--- src/rtl/mouse_axis_emu.sv ---
// ============================================================================
// mouse_axis_emu: PS/2 mouse motion packets to emulated analog joystick axes
// Rev 1.0
// ============================================================================
`default_nettype none

module mouse_axis_emu #(
  parameter int WIDTH        = 8,
  parameter int MAX_STEP     = 10,
  parameter int SHIFT        = 1,
  parameter int DECAY_DIV    = 96000,
  parameter int DECAY_STEP   = 1,
  parameter int IDLE_TIMEOUT = 0
) (
  input  logic                    clk_sys,
  input  logic                    reset,
  input  logic [24:0]             ps2_mouse,
  input  logic signed [WIDTH-1:0] joy_x,
  input  logic signed [WIDTH-1:0] joy_y,
  input  logic                    joy_fire,
  input  logic                    joy_active,
  input  logic                    mouse_disable,  // OSD switch; "disable" is a reserved word
  input  logic                    centre_mode,
  output logic signed [WIDTH-1:0] out_x,
  output logic signed [WIDTH-1:0] out_y,
  output logic [WIDTH-1:0]        adc_x,
  output logic [WIDTH-1:0]        adc_y,
  output logic                    out_fire,
  output logic                    emu_active
);

  localparam int c_DW = (DECAY_DIV > 1) ? $clog2(DECAY_DIV) : 1;
  localparam int c_IW = (IDLE_TIMEOUT > 0) ? $clog2(IDLE_TIMEOUT + 1) : 1;
  localparam logic [c_DW-1:0] c_DLAST = c_DW'(DECAY_DIV - 1);
  localparam logic [c_IW-1:0] c_IMAX  = c_IW'(IDLE_TIMEOUT);
  localparam logic [c_IW-1:0] c_ILAST = c_IW'((IDLE_TIMEOUT > 0) ? IDLE_TIMEOUT - 1 : 0);
  localparam logic signed [8:0] c_STEP_MAX = 9'(MAX_STEP);
  localparam logic signed [8:0] c_STEP_MIN = 9'(-MAX_STEP);
  localparam logic signed [WIDTH:0] c_SAT_MAX = (WIDTH+1)'((2 ** (WIDTH - 1)) - 1);
  localparam logic signed [WIDTH:0] c_SAT_MIN = (WIDTH+1)'(-(2 ** (WIDTH - 1)));
  localparam logic signed [WIDTH-1:0] c_DSTEP   = WIDTH'(DECAY_STEP);
  localparam logic signed [WIDTH-1:0] c_DSTEP_N = WIDTH'(-DECAY_STEP);

  function automatic logic signed [8:0] clamp_step(input logic signed [8:0] raw);
    logic signed [8:0] d;
    d = raw >>> SHIFT;
    if (d > c_STEP_MAX)      return c_STEP_MAX;
    else if (d < c_STEP_MIN) return c_STEP_MIN;
    else                     return d;
  endfunction

  // One guard bit is enough: the step is always far smaller than full scale.
  function automatic logic signed [WIDTH-1:0] accum(input logic signed [WIDTH-1:0] pos,
                                                    input logic signed [8:0] d);
    logic signed [WIDTH:0] s;
    s = (WIDTH+1)'(pos) + (WIDTH+1)'(d);
    if (s > c_SAT_MAX)      return c_SAT_MAX[WIDTH-1:0];
    else if (s < c_SAT_MIN) return c_SAT_MIN[WIDTH-1:0];
    else                    return s[WIDTH-1:0];
  endfunction

  function automatic logic signed [WIDTH-1:0] decay(input logic signed [WIDTH-1:0] pos);
    if (pos > c_DSTEP)        return pos - c_DSTEP;
    else if (pos < c_DSTEP_N) return pos + c_DSTEP;
    else                      return '0;
  endfunction

  logic                    r_primed, r_old_stb, r_emu;
  logic signed [WIDTH-1:0] r_mx, r_my;
  logic [c_DW-1:0]         r_dcnt;
  logic [c_IW-1:0]         r_icnt;

  logic                    w_evt, w_ovr, w_tick;
  logic signed [8:0]       w_dx, w_dy;
  logic signed [WIDTH-1:0] w_mx_n, w_my_n;
  logic                    w_emu_n;
  logic [c_DW-1:0]         w_dcnt_n;
  logic [c_IW-1:0]         w_icnt_n;
  logic                    w_unused;

  assign w_unused = &{1'b0, ps2_mouse[7:6], ps2_mouse[3:2]};
  assign w_evt    = r_primed && (ps2_mouse[24] != r_old_stb);
  assign w_ovr    = joy_active | mouse_disable;
  assign w_tick   = centre_mode && (r_dcnt == c_DLAST);
  assign w_dx     = clamp_step($signed({ps2_mouse[4], ps2_mouse[15:8]}));
  assign w_dy     = -clamp_step($signed({ps2_mouse[5], ps2_mouse[23:16]}));

  always_comb begin
    w_mx_n   = r_mx;
    w_my_n   = r_my;
    w_emu_n  = r_emu;
    w_icnt_n = r_icnt;
    w_dcnt_n = '0;
    if (centre_mode && !w_tick)
      w_dcnt_n = r_dcnt + 1'b1;
    if ((IDLE_TIMEOUT > 0) && r_emu && (r_icnt != c_IMAX))
      w_icnt_n = r_icnt + 1'b1;

    // Priority: host override, then a new packet, then decay and timeout.
    if (w_ovr) begin
      w_mx_n   = '0;
      w_my_n   = '0;
      w_emu_n  = 1'b0;
      w_icnt_n = '0;
      w_dcnt_n = '0;
    end else if (w_evt) begin
      w_mx_n   = accum(r_mx, w_dx);
      w_my_n   = accum(r_my, w_dy);
      w_emu_n  = 1'b1;
      w_icnt_n = '0;
    end else begin
      if (w_tick) begin
        w_mx_n = decay(r_mx);
        w_my_n = decay(r_my);
      end
      if ((IDLE_TIMEOUT > 0) && r_emu && (r_icnt == c_ILAST)) begin
        w_emu_n = 1'b0;
        w_mx_n  = '0;
        w_my_n  = '0;
      end
    end
  end

  always_ff @(posedge clk_sys or posedge reset) begin
    if (reset) begin
      r_primed  <= 1'b0;
      r_old_stb <= 1'b0;
      r_emu     <= 1'b0;
      r_mx      <= '0;
      r_my      <= '0;
      r_dcnt    <= '0;
      r_icnt    <= '0;
    end else begin
      r_primed  <= 1'b1;
      r_old_stb <= ps2_mouse[24];
      r_emu     <= w_emu_n;
      r_mx      <= w_mx_n;
      r_my      <= w_my_n;
      r_dcnt    <= w_dcnt_n;
      r_icnt    <= w_icnt_n;
    end
  end

  assign out_x      = r_emu ? r_mx : joy_x;
  assign out_y      = r_emu ? r_my : joy_y;
  assign out_fire   = r_emu ? (ps2_mouse[0] | ps2_mouse[1]) : joy_fire;
  assign emu_active = r_emu;
  assign adc_x      = {out_x[WIDTH-1], ~out_x[WIDTH-2:0]};
  assign adc_y      = {out_y[WIDTH-1], ~out_y[WIDTH-2:0]};

endmodule

`default_nettype wire

--- config.mk ---
export PLATFORM = sky130hd
export DESIGN_NAME = mouse_axis_emu
export DESIGN_NICKNAME = d
export VERILOG_FILES = /design/src/rtl/mouse_axis_emu.sv
export SDC_FILE = /design/constraint.sdc
export NUM_CORES = 1
export LEC_CHECK = 0
export CAP_MARGIN = 10
export CORE_ASPECT_RATIO = 1.1
export CORE_UTILIZATION = 25
export DETAILED_ROUTE_END_ITERATION = 10
export GPL_TIMING_DRIVEN = 0
export PLACE_DENSITY_LB_ADDON = 0.08
export SETUP_SLACK_MARGIN = 0.1
export SLEW_MARGIN = 20
export SYNTH_ARGS = -nofsm -noshare
export SYNTH_HDL_FRONTEND = slang
export SYNTH_SLANG_ARGS = --single-unit
--- constraint.sdc ---
create_clock -name clk_sys -period 4.14 [get_ports clk_sys]
set_input_delay 1.242 -clock clk_sys [delete_from_list [all_inputs] [get_ports clk_sys]]
set_output_delay 1.242 -clock clk_sys [all_outputs]
set_load 0.03 [all_outputs]
Figure 1. Cell area per tile (run 1).
Drawn at 2 px/um. 12 x 13 tiles, from dark purple (low) to yellow (high), 0 to 100% covered.
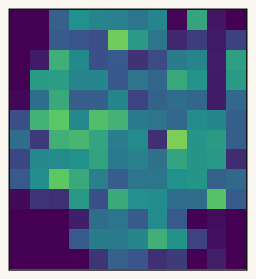
15% of the tiles are nearly empty. The fullest tile reaches 80%. The emptiest ninth of the die: lower left. The mean over all tiles is 32%. 1.3% of the tiles are over 75% full.
fin util: 35.97%
CORE AREA: 14,450 sq um
Starting Density: 25.63%

Figure 2. Where the registers sit (run 1).
Drawn at 3 px/um. Other sequential cells in the stronger gray, the rest of the logic in the fainter gray.
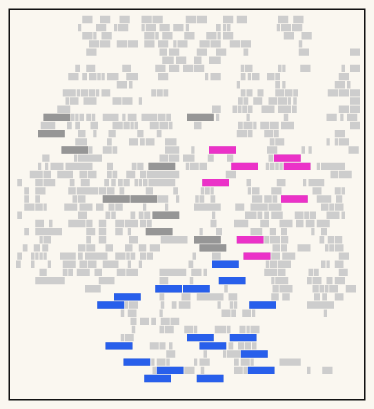
Key: magenta = r_my [flops 8]; blue = r_dcnt [flops 17, where bottom center]
Another 11 sequential cells are not colored.
Flop area: 900.9 sq um
sequential power: 371 uW
Seq area share: 17.34%

==> flow_metrics.tcl, run 1 <==
# metrics dict for downstream scripts
set metrics [dict create \
    htreeDepth 2 \
    switching_share_pct 33.10 \
    max_stage_delay_ns 0.37 \
    pwr-share-seq_pct 29.1 \
    p_sw_uw 422.0 \
    drc_errors 0 \
    period_needed_ns 3.892 \
    wl_per_cell_um 15.17 \
    ir_drop_uv 129.8 \
    hold_path_end "r_dcnt[0]" \
    firstDrtPassIters 4 \
    ant_nets 0 \
    maxCapViolations 0 \
    xor_area_share_pct 7.570 \
    synthArstFlopShare_pct 100.0 \
    warning_count 37 \
    start_kind "primary input" \
    crit_cells 16 \
    grt_busiest_layer "met2" \
    synthMuxAreaShare_pct 5.340 \
    rsz0062_at_grt "no" \
    largest_register_ffs 17 \
    tns_ns 0 \
    reg2reg_from "r_mx[1]" \
    cp_common_cell "buf_4" \
    ys_types 80 \
    crit_type "in -> reg" \
    ys_cells 456 \
    syn_area_per_cell_sq_um 8.119 \
    synthCells 456 \
    clock_latency_ns 0.28 \
    die_area_sq_um 15300 \
    leakage_nw 2.184 \
    wl_met1_um 5137 \
    status "completed" \
    critPathTopFamily "AND-OR/OR-AND gates" \
    endpoint_kind "register" \
    crit_buf_inv 4 \
    top_area_cell "dfrtp_1" \
    path_clk_slew_ns 0.06 \
    diodes 0 \
    cp_slowest_cell "a2111oi_4" \
    ys_sh_simple_pct 23.59 \
    r2r_cells 12 \
    power_frac_comb_pct 37.3 \
    synth-adder-area-share_pct 10.41 \
    ys_sh_aoi_pct 22.27 \
    grt_usage_pct 15.00 \
    syn_to_final_growth_pct 40.35 \
    clock_sinks 36 \
    finalMaxSlewViolations 0 \
    dr.max_layer_used "met4" \
    cts.path.max_buffers 2 \
    ff_type "dfrtp_1" \
    fmax_ghz 0.2570 \
    arrival_ns 4.05 \
    synthDominantCellAreaShare_pct 24.33 \
    synth_area_sq_um 3702 \
    reg_top3 "r_dcnt (17), r_mx (8), r_my (8)" \
    gr-usage-met2_pct 28.34 \
    fin_crit_sh_pct 94.00 \
    port_buffers 74 \
    min-delay-start "r_dcnt[0]" \
    rows 46 \
    largest_register "r_dcnt" \
    place.gp.congestion 0.8346 \
    grt_max_degree 28 \
    die_x_um 118.0 \
    met3WireLength_um 272 \
    layout.nets 634 \
    grt.met1_usage_pct 18.09 \
    setup.worst_path.start "ps2_mouse[9]" \
    ys_area_sq_um 3702 \
    post-dp-hpwl_um 8660 \
    vias_per_cell 4.964 \
    ys_warn_count 0 \
]
Figure 3. Selected gate families (run 1).
Drawn at 4 px/um.
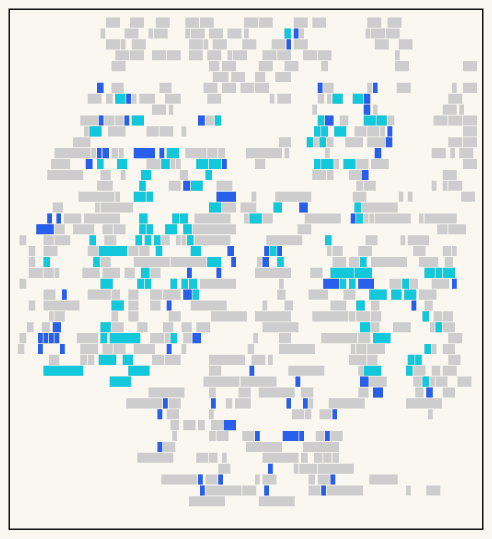
Key: blue = NOR gates [cells 76, where widely spread]; cyan = inverting AOI/OAI gates [cells 97]
combinational share of cell area: 53.46%
most common cell after layout, fill and taps aside: clkdlybuf4s50_1
fin cells: 752

Figure 4. The clock network (run 1).
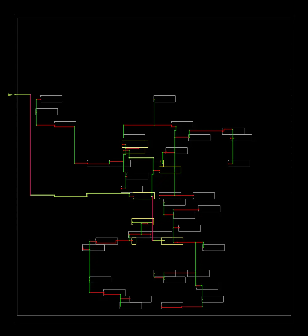
Clock net power: 428 uW
CTS Buf Count: 5
Seq cells: 36
clock buffer count: 6
final clock skew: 0.006916 ns

run 1: worst reg2reg max path, cell delays in order (launching register included):
cell and delay, ns:
dfrtp_1 0.61, inv_1 0.21, fa_2 0.42, nand3b_1 0.21, nand2_2 0.11, buf_4 0.11
buf_4 0.09, buf_4 0.09, buf_4 0.09, buf_4 0.10, xor2_2 0.19, a21oi_1 0.10
a31oi_1 0.17
run 1: layout make-up:
cell class                 instances  share of cell area (%)
buffer                            20                   2.408
clock buffer                       6                   2.480
clock inverter                     2                  0.6742
inverter                          30                   2.167
multi-input combinational        370                   53.46
sequential                        36                   17.34
tap                              192                   4.623
timing repair buffer              96                   16.86
run 1: what timing repair did:
item                                    CTS  global route
setup buffers                            17             4
gates resized                            58            33
endpoints found under the setup margin   17            11
gates cloned                              0             0
hold buffers                              0             0
pin swaps                                22            17
run 1: through the flow:
stage | cell area, sq um | power (mW) | setup WS [ns] | hold WS, ns | instances
finish | 5196 | 1.275 | 0.2483 | 0.4911 | 752
global route | 5196 | 1.347 | 0.08942 | 0.5294 | 752
CTS | 5160 | 1.279 | 0.1001 | 0.4991 | 748
detailed placement | 4703 | 0.8023 | -0.9043 | 0.4934 | 723
global placement | 4683 | 0.7992 | -0.8756 | 0.4796 | 722
floorplan | 3702 | 0.6438 | 0.1026 | 0.4553 | 456
run 1: synth_stat cells, drive strengths merged (4+ instances only):
cell type / number
a31oi: 6
o31ai: 4
nor2: 54
and2: 4
nand2b: 7
buf: 7
clkbuf: 13
xnor2: 9
dfrtp: 36
nand4: 7
nand2: 31
and4: 5
a21o: 6
o21ai: 31
o211ai: 6
or2: 4
and3: 7
nand3: 19
o22ai: 4
ha: 26
xor2: 23
nor2b: 4
inv: 30
a21oi: 24
mux2i: 16
a211oi: 5
nor3: 13
Figure 5. Port wiring (run 1).
Drawn at 3 px/um.
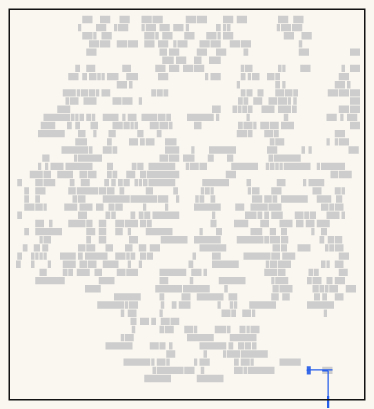

==> run 2, diff against run 1 <==
--- a/config.mk
+++ b/config.mk
@@ -5,8 +5,9 @@
 export SDC_FILE = /design/constraint.sdc
 export NUM_CORES = 1
 export LEC_CHECK = 0
-export CAP_MARGIN = 10
+export CAP_MARGIN = 20
 export CORE_ASPECT_RATIO = 1.1
+export CORE_MARGIN = 4
 export CORE_UTILIZATION = 25
 export DETAILED_ROUTE_END_ITERATION = 10
 export GPL_TIMING_DRIVEN = 0
Figure 6. Port wiring (run 2).
Drawn at 3 px/um.
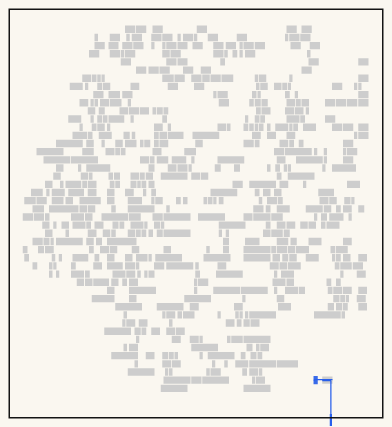
Key: blue = reset [direction input, edge bottom, end cells 1, wire 20.8 um]
I/O Pins: 81
I/O Buffers: 74

==> run 2 against run 1 <==
Effect of this change:
- via count about the same
- utilization increased by 0.49 points
- synthesized cell count stayed put
- cell count increased by 0.53%
- critical path depth down 1
- total power shrank 2.7%
- clock power fell by about 10%
- combinational power increased by 2%
- highest routed layer unchanged
- worst hold slack lost 0.0018 ns
- sequential cell count unchanged
- clock-buffer cell count rose by 1
==> flow_metrics.tcl, run 2 <==
# metrics dict for downstream scripts
set metrics [dict create \
    grt_max_degree 24 \
    grt_usage_pct 13.92 \
    finClkSkew_ns 0.008243 \
    largest_register_ffs 17 \
    hold_ws_ns 0.4893 \
    pre_cts_ws_ns -0.8795 \
    hold_viol 0 \
    fin_util_pct 36.46 \
    fin_crit_sh_pct 95.67 \
    cp_slowest_cell "or3_4" \
    wl_met1_um 5163 \
    fp-utilization_pct 25.63 \
    finalInstanceArea_sq_um 5268 \
    firstDrtPassIters 4 \
    vias_per_cell 4.937 \
    arrival_ns 4.11 \
    largest_register "r_dcnt" \
    final_cell_count_no_fill 756 \
    wl_met2_um 6081 \
    period_needed_ns 3.961 \
    post-dp-hpwl_um 8896 \
    rsz0062_at_grt "yes" \
    cts_tree "yes" \
    syn_to_final_growth_pct 42.28 \
    leakage_nw 2.213 \
    ant_nets 0 \
    drt_iter0_markers 210 \
    synth-adder-area-share_pct 10.41 \
    tns_ns 0 \
    total_power_mw 1.241 \
    ys_sh_aoi_pct 22.27 \
    finalMaxSlewViolations 0 \
    tightest_slew_ns 0.6479 \
    syn_nets 531 \
    rows 46 \
    place.gp.congestion 0.8338 \
    dr.max_layer_used "met4" \
    synthDominantCellAreaShare_pct 24.33 \
    fin_ws_ns 0.1793 \
    worst-endpoint-required_ns 4.29 \
    crit_buf_inv 3 \
    htreeDepth 2 \
    warning_count 38 \
    synth_dominant_cell_count "nor2_1" \
    top_area_cell "dfrtp_1" \
    wl_per_cell_um 15.44 \
    xor_area_share_pct 7.570 \
    clock_sinks 36 \
    die_x_um 124.0 \
    die_area_sq_um 16820 \
    clock_latency_ns 0.28 \
    ys_sh_simple_pct 23.59 \
    met3WireLength_um 340 \
    syn_area_per_cell_sq_um 8.119 \
    drc_errors 0 \
    layout_top_cell "clkdlybuf4s50_1" \
    ys_area_sq_um 3702 \
    root_buffer "clkbuf_16" \
    maxCapViolations 0 \
    ff_type "dfrtp_1" \
    ys_types 80 \
    critPathTopFamily "AND-OR/OR-AND gates" \
    cp_max_fo 6 \
    wl_um 11670 \
    numSynthFlops 36 \
    cts_buffers 5 \
    diodes 0 \
    ys_warn_count 0 \
    dpl.cell_count 723 \
    place_area_sq_um 4703 \
    path_clk_slew_ns 0.06 \
    layout.nets 638 \
    endpoint_kind "register" \
    cts.path.max_buffers 2 \
    core_sq_um 14450 \
    synthMuxAreaShare_pct 5.340 \
    fmax_ghz 0.2525 \
    ys_cells 456 \
    synth_area_sq_um 3702 \
    synthArstFlopShare_pct 100.0 \
    crit_type "in -> reg" \
    max_stage_delay_ns 0.39 \
    ir_drop_uv 145.8 \
    reg_top3 "r_dcnt (17), r_mx (8), r_my (8)" \
    start_kind "primary input" \
    status "completed" \
    common_cells "nor2_1 (51), dfrtp_1 (36), inv_1 (30), nand2_1 (30), o21ai_0 (27)" \
    synthCells 456 \
    fill_cells 1493 \
]
## run 2: cell counts after synthesis
No cell type changed its count.
## run 2: repair_timing
action                     4_1_cts  5_1_grt
hold buffers                     0        0
pin swaps                       21       26
gates resized                   53       43
buffers inserted                20        5
setup endpoints to repair       17       12
## run 2: worst paths after layout
path,depth (start not counted),startpoint,to,slack [ns]
worst max-delay path,15,ps2_mouse[9],r_mx[0],0.18
worst min-delay path,1,r_dcnt[0],r_dcnt[0],0.49
worst max register to register,8,r_mx[5],r_mx[0],1.57
worst min register to register,1,r_dcnt[0],r_dcnt[0],0.49
max in group asynchronous,3,reset,r_my[2],2.46
min in group asynchronous,2,reset,r_dcnt[3],1.25
## run 2: area by class of cell
cell class / count / area, sq um / share of cell area (%)
multi-input combinational: 370 / 2803 / 53.21
timing repair buffer: 100 / 935.9 / 17.77
sequential: 36 / 900.9 / 17.10
tap: 192 / 240.2 / 4.561
clock buffer: 7 / 142.6 / 2.708
buffer: 20 / 125.1 / 2.375
inverter: 30 / 112.6 / 2.138
clock inverter: 1 / 7.507 / 0.1425
## run 2: report_power, final
group	leakage [nW]	switching [mW]	internal, mW	total [mW]
sequential	0.495	0.0120	0.359	0.371
combinational	1.65	0.268	0.216	0.485
clock	0.0701	0.145	0.240	0.385
total	2.21	0.425	0.815	1.24
## run 2: per-layer routing
metal  GRT usage, %  up-vias
met3          2.172        7
met2          25.46       66
met1          17.36     1790
met4          2.191        0
li1               -     1869
met5              0        -
Power is estimated from default activity; no workload was simulated.
